### src/rtl/lock_ctrl.sv
// Keypad combination lock: passcode entry in SET, eight-digit unlock attempts,
// OPEN on a match, ALARM after three failed attempts.
module lock_ctrl (
    input  logic        hz100,
    input  logic        reset,
    input  logic        keydown,
    input  logic [3:0]  keycode,
    output logic [3:0]  state,
    output logic [31:0] seq,
    output logic [1:0]  attempts
);

    typedef enum logic [3:0] {
        LS0   = 4'd0,
        LS1   = 4'd1,
        LS2   = 4'd2,
        LS3   = 4'd3,
        LS4   = 4'd4,
        LS5   = 4'd5,
        LS6   = 4'd6,
        LS7   = 4'd7,
        OPEN  = 4'd8,
        ALARM = 4'd9,
        SET   = 4'd10
    } state_t;

    state_t      state_q, state_d;
    logic [31:0] seq_q, seq_d;
    logic [31:0] pass_q, pass_d;
    logic [3:0]  count_q, count_d;
    logic        mism_q, mism_d;
    logic [1:0]  att_q, att_d;
    logic        kd_q, kd_d;

    logic        key_ev;
    logic        is_digit;
    logic        is_clear;
    logic        is_lock;
    logic [4:0]  sh;
    logic [3:0]  nib;
    logic        miss;

    assign key_ev   = keydown & ~kd_q;
    assign is_digit = keycode < 4'd10;
    assign is_clear = keycode == 4'hE;
    assign is_lock  = keycode == 4'hF;

    // Entry position n checks the n-th digit entered, held in the top nibble first
    assign sh   = 5'd28 - {state_q[2:0], 2'b00};
    assign nib  = pass_q[sh +: 4];
    assign miss = mism_q | (keycode != nib);

    always_comb begin
        state_d = state_q;
        seq_d   = seq_q;
        pass_d  = pass_q;
        count_d = count_q;
        mism_d  = mism_q;
        att_d   = att_q;
        kd_d    = keydown;
        if (key_ev) begin
            case (state_q)
                SET: begin
                    if (is_digit && count_q != 4'd8) begin
                        seq_d   = {seq_q[27:0], keycode};
                        count_d = count_q + 4'd1;
                    end else if (is_clear) begin
                        seq_d   = '0;
                        count_d = '0;
                    end else if (is_lock && count_q == 4'd8) begin
                        pass_d  = seq_q;
                        seq_d   = '0;
                        count_d = '0;
                        att_d   = '0;
                        state_d = LS0;
                    end
                end
                OPEN: begin
                    if (is_lock) begin
                        state_d = LS0;
                        mism_d  = 1'b0;
                        att_d   = '0;
                    end
                end
                ALARM: ;
                default: begin
                    if (!state_q[3]) begin
                        if (is_digit) begin
                            if (state_q != LS7) begin
                                mism_d  = miss;
                                state_d = state_t'(state_q + 4'd1);
                            end else if (!miss) begin
                                state_d = OPEN;
                                att_d   = '0;
                            end else if (att_q == 2'd2) begin
                                state_d = ALARM;
                            end else begin
                                att_d   = att_q + 2'd1;
                                mism_d  = 1'b0;
                                state_d = LS0;
                            end
                        end else if (is_clear) begin
                            state_d = LS0;
                            mism_d  = 1'b0;
                        end
                    end
                end
            endcase
        end
    end

    always_ff @(posedge hz100) begin
        if (reset) begin
            state_q <= SET;
            seq_q   <= '0;
            pass_q  <= '0;
            count_q <= '0;
            mism_q  <= 1'b0;
            att_q   <= '0;
            kd_q    <= 1'b0;
        end else begin
            state_q <= state_d;
            seq_q   <= seq_d;
            pass_q  <= pass_d;
            count_q <= count_d;
            mism_q  <= mism_d;
            att_q   <= att_d;
            kd_q    <= kd_d;
        end
    end

    assign state    = state_q;
    assign seq      = seq_q;
    assign attempts = att_q;

endmodule
### config.mk
export PLATFORM = sky130hd
export DESIGN_NAME = lock_ctrl
export DESIGN_NICKNAME = d
export VERILOG_FILES = /design/src/rtl/lock_ctrl.sv
export SDC_FILE = /design/constraint.sdc
export NUM_CORES = 1
export LEC_CHECK = 0
export ABC_AREA = 1
export CAP_MARGIN = 30
export CORE_MARGIN = 2
export CORE_UTILIZATION = 59
export DETAILED_ROUTE_END_ITERATION = 10
export HOLD_SLACK_MARGIN = 0.15
export PLACE_DENSITY = 0.84
export SLEW_MARGIN = 20
export SYNTH_ARGS = -nofsm -noshare
export SYNTH_HDL_FRONTEND = slang
export SYNTH_SLANG_ARGS = --single-unit
### constraint.sdc
create_clock -name hz100 -period 2.9 [get_ports hz100]
set_clock_uncertainty 0.1 [all_clocks]
set_input_delay 0.58 -clock hz100 [delete_from_list [all_inputs] [get_ports hz100]]
set_output_delay 0.58 -clock hz100 [all_outputs]
set_load 0.1 [all_outputs]
run_1/registers.png
Other sequential cells in the stronger gray, the rest of the logic in the fainter gray.
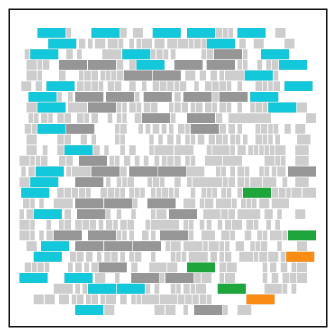
- state: green (placed flops 4; where lower right)
- seq: cyan (placed flops 32; where widely spread)
- attempts: orange (placed flops 2)
- not colored: 38
Seq/total area: 37.4%
final core occ: 72.9%
sequential cell area: 1520 um^2
P_seq: 1.07 mW

run_1/pins.png
Pins as bars across the die edge, other pins in gray.
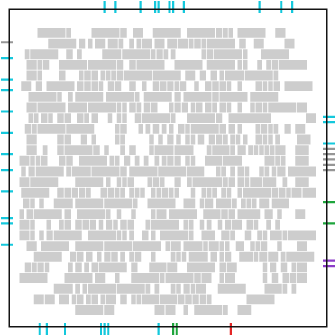
- attempts: purple (pins 2; direction output; edge right)
- keydown: red (pins 1; direction input; edge bottom)
- state: green (pins 4; direction output; edge 2 bottom, 2 right)
- seq: cyan (pins 32; direction output; edge 11 top, 11 left, 7 bottom, 3 right)
Horiz. Die Dim: 80.6 um
Die Span Y: 80.6 um
port bufs: 44

==> reports/qor.csv, run 1 <==
stage,metric,value,unit
global_routing,overflow,0,
synthesis,synthAoiAreaFrac,17.0,%
synthesis,topCellsByArea,"dfxtp_1, nand2_1, a21oi_1",
synthesis,synth.most_common_cell,nand2_1,
clocking,cts_setup_buffers,0,
clocking,cts-resized-gates,0,
hold_path,hold-path-endpoint,pass_q[15]$_SDFFE_PP0P_,
pwr,comb_power,0.196,mW
final_timing,fin_crit,2.48,ns
setup_path,cp.required,3.01,ns
setup_path,critPathCaptureType,register,
pwr,clkPwrFrac,39.8,%
cells_and_area,antennaDiodeCount,0,
synthesis,synth.distinct_cells,32,
cells_and_area,fillers,465,
global_routing,antenna_found_initial,0,
die,core-area,5570,um^2
clocking,clock_path_buffers,2,
synthesis,top_area_share,43.9,%
flow_run,warning_count,30,
cells_and_area,final_layout_top_logic_cell,nand2_1,
drt,drt_pre_antenna_iters,5,
drt,totalWireLength,8390,um
synthesis,simple_gate_share,26.9,%
setup_path,worstSetupStartpointType,input port,
synthesis,xor_area_share,0,%
cells_and_area,syn_to_final_growth,17.2,%
final_timing,hold_violations,0,
pwr,peakVddDrop,0.486,mV
cells_and_area,nets,545,
synthesis,syn_inst,491,
cells_and_area,mostFrequentLayoutCells,"nand2_1, dfxtp_1, a21oi_1",
pwr,totalPowerFinal,2.10,mW
final_timing,finalClockPeriodUsage,85.7,%
synthesis,common_cells,"nand2_1, dfxtp_1, a21oi_1, inv_1, nor2_1",
clocking,clkTransAtPathRegs,0.08,ns
pwr,combPwrFrac,9.3,%
synthesis,logic_family,simple AND/OR/NAND/NOR gates,
clocking,cts-root-buf,clkbuf_8,
die,die_area,6500,um^2
status,status,"complete, no violations",
placement,gp_congestion,0.888,
hold_path,hold_path_class,reg -> reg,
final_timing,setup_tns,0,ns
setup_path,crit_slowest_cell,clkdlybuf4s50_1,
final_timing,rsz0062_at_grt,no,
setup_path,crit_path_cell_trace,clkdlybuf4s50_1 -> nand2_1 -> inv_2 -> nand3_1 -> nor2_1 -> inv_1 -> nor2_1 -> inv_2 -> o21ai_0 -> a21oi_1,
hold_path,min_from,pass_q[15]$_SDFFE_PP0P_,
setup_path,critical_path_class,in -> reg,
pwr,p_int,1.55,mW
clocking,cts_tree,yes,
pwr,p_switching,0.548,mW
flow_run,cap_violations,0,
synthesis,ys_cells,491,
die,placementRows,27,
global_routing,grt_max_degree,62,
drt,dr_total_vias,3308,
synthesis,fp_nets,505,
synthesis,yosys.area.top_type,dfxtp_1,
setup_path,path_max_fanout,61,
final_timing,slew_headroom,46.3,%
setup_path,worstReg2RegEnd,pass_q[5]$_SDFFE_PP0P_,
synthesis,ys_seq_share,43.9,%
drt,drtIter0Drc,217,
die,core_util_floorplan,62.2,%
setup_path,crit_path_max_incr_delay,0.54,ns
setup_path,ff2ff_path_depth,9,
pwr,maxPowerGroup,sequential cells,
placement,hpwl,5630,um
synthesis,yosys_warnings,0,
drt,drc,0,
synthesis,adder_share,2.53,%
setup_path,reg2reg_from,state[0]$_SDFFE_PP0P_,
synthesis,synth-edff-count,0,
final_timing,slew_viol_final,0,
final_timing,setup_viol,0,
synthesis,muxShareOfSynthArea,0,%
synthesis,ys_chip_area,3470,um^2
pwr,p_per_area,517,nW/um^2
final_timing,tightest_slew,0.804,ns
pwr,swShare,26.1,%
final_timing,max_freq,403,MHz
drt,wl_per_cell,13.8,um
global_routing,grt_pass1_wl,14100,um
global_routing,grt_pass1_vias,3038,
clocking,cts_max_level,3,
hold_path,worstHoldPathCells,2,
pwr,p_seq_share,50.9,%
run_1/final_clocks.png
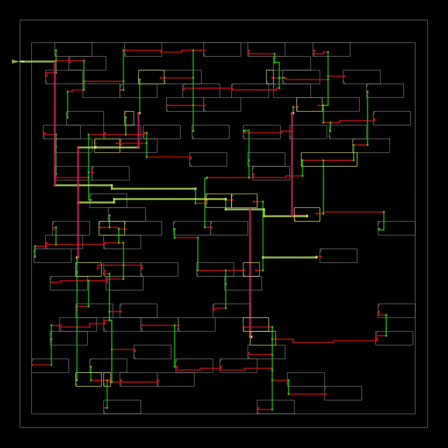
flip-flops: 76
CTS sink cnt: 76
insertion delay at the late pin of the worst-skew pair: 0.35 ns
CTS Buf Count: 9
Clock Power: 0.836 mW

run 1: logic make-up (layout without fill, tap and decap cells):
family	Yosys count	after routing
and+or+nand+nor	218	218
buffers and inverters	82	127
DFF	76	76
adders and majority gates	7	7
AOI/OAI and AO/OA	108	108
run 1: sequential cells by signal, summed over array words and instances (netlist names):
signal    flops
state         4
pass_q       32
seq          32
attempts      2
count_q       4
kd_q          1
mism_q        1
run 1: critical path: cells and delay by family:
family	cells	cell delay, ns
simple gates	4	0.56
buf+inv	4	1.06
compound gates	2	0.39
run 1: metal layers:
| layer | share of wire (%) | track usage [%] | up-vias |
|---|---|---|---|
| met4 | 2.4 | 12.7 | 0 |
| met2 | 47 | 45.5 | 110 |
| li1 | - | - | 1658 |
| met1 | 44 | 36.4 | 1520 |
| met3 | 6.3 | 5.17 | 20 |
| met5 | 0 | 0 | - |
run 1: cell type report:
type	count	area (um^2)	area share (%)
multi-input cells	333	1610	39.6
repair buffers	52	418	10.3
inverters	59	221	5.45
flip-flops and latches	76	1520	37.4
clock buffers	13	159	3.91
well taps	72	90.1	2.22
clock inverters	3	43.8	1.08
run 1: metrics by stage:
stage	hold WS (ns)	worst slack [ns]	util (%)	area, um^2	cells
2_1_floorplan	0.329	0.214	-	3470	491
3_3_place_gp	0.338	0.207	69.2	3860	592
3_5_place_dp	0.346	0.0919	69.2	3860	592
4_1_cts	0.357	0.451	72.9	4060	608
5_1_grt	0.374	0.150	72.9	4060	608
6_report	0.357	0.416	72.9	4060	608
==> run 2, diff against run 1 <==
- PLACE_DENSITY: 0.84 -> 0.87
==> reports/qor.csv, run 2 <==
stage,metric,value,unit
status,status,"complete, no violations",
pwr,peakVddDrop,0.387,mV
clocking,cts_setup_buffers,0,
pwr,clkPwrFrac,42.5,%
placement,gp_congestion,0.998,
clocking,cts-root-buf,clkbuf_8,
global_routing,antenna_found_initial,0,
drt,totalWireLength,8750,um
setup_path,cp.required,3.03,ns
setup_path,worstSetupStartpointType,input port,
synthesis,syn_inst,491,
hold_path,min_from,pass_q[0]$_SDFFE_PP0P_,
synthesis,top_area_share,43.9,%
global_routing,grt_pass1_vias,3103,
pwr,swShare,25.5,%
pwr,p_switching,0.562,mW
final_timing,fin_crit,2.38,ns
synthesis,common_cells,"nand2_1, dfxtp_1, a21oi_1, inv_1, nor2_1",
placement,hpwl,5680,um
drt,drt_pre_antenna_iters,5,
pwr,p_int,1.64,mW
clocking,insertion_delay,0.36,ns
clocking,cts_tree,yes,
die,core-area,5570,um^2
die,ios,45,
drt,dr_total_vias,3414,
setup_path,reg2reg_from,state[1]$_SDFFE_PP1P_,
cells_and_area,mostFrequentLayoutCells,"nand2_1, dfxtp_1, a21oi_1",
hold_path,worstHoldPathCells,2,
final_timing,setup_viol,0,
cells_and_area,final_layout_top_logic_cell,nand2_1,
setup_path,path_max_fanout,6,
cells_and_area,final_area,4090,um^2
pwr,p_per_area,538,nW/um^2
global_routing,overflow,0,
synthesis,topCellsByArea,"dfxtp_1, nand2_1, a21oi_1",
clocking,clkTransAtPathRegs,0.08,ns
global_routing,gr-usage-met2,46.4,%
flow_run,cap_violations,0,
pwr,combPwrFrac,9.0,%
final_timing,slew_headroom,54.1,%
synthesis,yosys_warnings,0,
final_timing,tightest_slew,0.688,ns
drt,drc,0,
hold_path,hold_path_class,reg -> reg,
global_routing,use_met3,7.42,%
setup_path,critPathCaptureType,register,
die,die_w,80.6,um
global_routing,top_usage_layer,met2,
setup_path,path_delay_family,simple AND/OR/NAND/NOR gates,
final_timing,rsz0062_at_grt,no,
die,die_area,6500,um^2
clocking,cts-resized-gates,0,
synthesis,yosys.area.top_type,dfxtp_1,
setup_path,crit_path_cell_trace,clkdlybuf4s50_1 -> nand2_1 -> inv_2 -> nand3_1 -> nor2_1 -> nor2_1 -> nor2_1 -> nand2_1 -> a21oi_4 -> nand3_1 -> a211oi_1,
final_timing,hold_violations,0,
drt,wl_per_cell,14.4,um
setup_path,crit_slowest_cell,clkdlybuf4s50_1,
cells_and_area,fillers,448,
synthesis,ys_seq_share,43.9,%
die,core_util_floorplan,62.2,%
setup_path,crit_cells,11,
synthesis,synth.most_common_cell,nand2_1,
clocking,cts_made_buffers,9,
cells_and_area,nets,546,
final_timing,max_freq,421,MHz
global_routing,grt_max_degree,41,
die,die_y,80.6,um
final_timing,slew_viol_final,0,
pwr,p_seq_share,48.5,%
synthesis,synth-edff-count,0,
placement,dpl_cell_area,3860,um^2
setup_path,critical_path_class,in -> reg,
drt,drtIter0Drc,268,
synthesis,fp_nets,505,
global_routing,grt_pass1_wl,14600,um
setup_path,cp_num_buf_inv,2,
setup_path,crit_path_max_incr_delay,0.55,ns
synthesis,synth.distinct_cells,32,
clocking,cts_sinks,76,
setup_path,ff2ff_path_depth,9,
clocking,cts_max_level,3,
synthesis,ys_cells,491,
final_timing,setup_tns,0,ns
flow_run,warning_count,30,
placement,portBuffers,44,
cells_and_area,antennaDiodeCount,0,
final_timing,finalClockPeriodUsage,82.0,%
global_routing,met1_usage,37.3,%
==> run 2: cell counts after synthesis <==
Identical to the previous run, type by type.
==> run 2: worst paths after layout <==
path                            endpoint  slack (ns)
setup / recovery   state[2]$_SDFFE_PP0P_        0.52
hold / removal    pass_q[0]$_SDFFE_PP0P_        0.35
setup reg to reg   state[2]$_SDFFE_PP0P_        0.66
hold reg to reg   pass_q[0]$_SDFFE_PP0P_        0.35
==> run 2: power groups by stage <==
stage,clock network (mW),registers (mW),logic (mW)
after floorplan,0,1.16,0.0802
after global placement,0,1.09,0.191
after detailed placement,0,1.09,0.195
after CTS,0.933,1.07,0.196
after global routing,0.984,1.07,0.212
final,0.934,1.07,0.197
==> run 2: cell families after synthesis <==
family                     synth area share [%]
adders and majority gates                  2.53
AOI/OAI and AO/OA                          17.0
buffers and inverters                      9.68
DFF                                        43.9
and+or+nand+nor                            26.9
==> run 2: final cells by class <==
type / count / area [um^2] / area share, %
clock buffer: 11 / 151 / 3.70
tap: 72 / 90.1 / 2.20
timing repair buffer: 53 / 413 / 10.1
inverter: 59 / 221 / 5.41
sequential: 76 / 1520 / 37.2
clock inverter: 5 / 82.6 / 2.02
multi-input combinational: 333 / 1610 / 39.4
==> run 2: per-layer routing <==
| layer | vias up | part of all wire, % |
|---|---|---|
| met1 | 1594 | 44 |
| met3 | 21 | 7.2 |
| met2 | 138 | 47 |
| met4 | 0 | 2.0 |
| li1 | 1661 | - |
| met5 | - | 0 |
==> run 2: per-stage QoR <==
step	setup WS [ns]	hold WS, ns	power, mW	instances	utilization (%)
after floorplan	0.214	0.329	1.24	491	-
after global placement	0.325	0.337	1.28	593	69.2
after detailed placement	0.237	0.341	1.29	593	69.2
after CTS	0.581	0.354	2.20	609	73.4
after global routing	0.324	0.382	2.27	609	73.4
final	0.523	0.354	2.20	609	73.4
run_2/pins.png
Pins as bars across the die edge, other pins in gray.
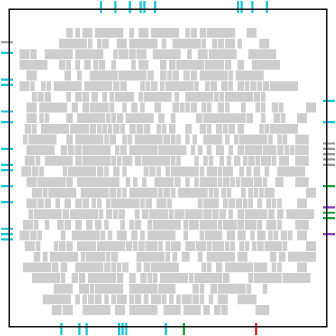
- attempts: purple (pins 2; direction output; edge right)
- seq: cyan (pins 32; direction output; edge 13 left, 10 top, 7 bottom, 2 right)
- keydown: red (pins 1; direction input; edge bottom)
- state: green (pins 4; direction output; edge 3 right, 1 bottom)

run_2/registers.png
Other sequential cells in the stronger gray, the rest of the logic in the fainter gray.
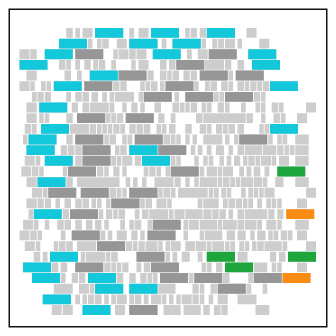
- seq: cyan (placed flops 32; where widely spread)
- state: green (placed flops 4; where lower right)
- attempts: orange (placed flops 2)
- not colored: 38
Seq/total area: 37.2%
final core occ: 73.4%

Power figures rest on the tool's default switching activity, not on a simulated workload.
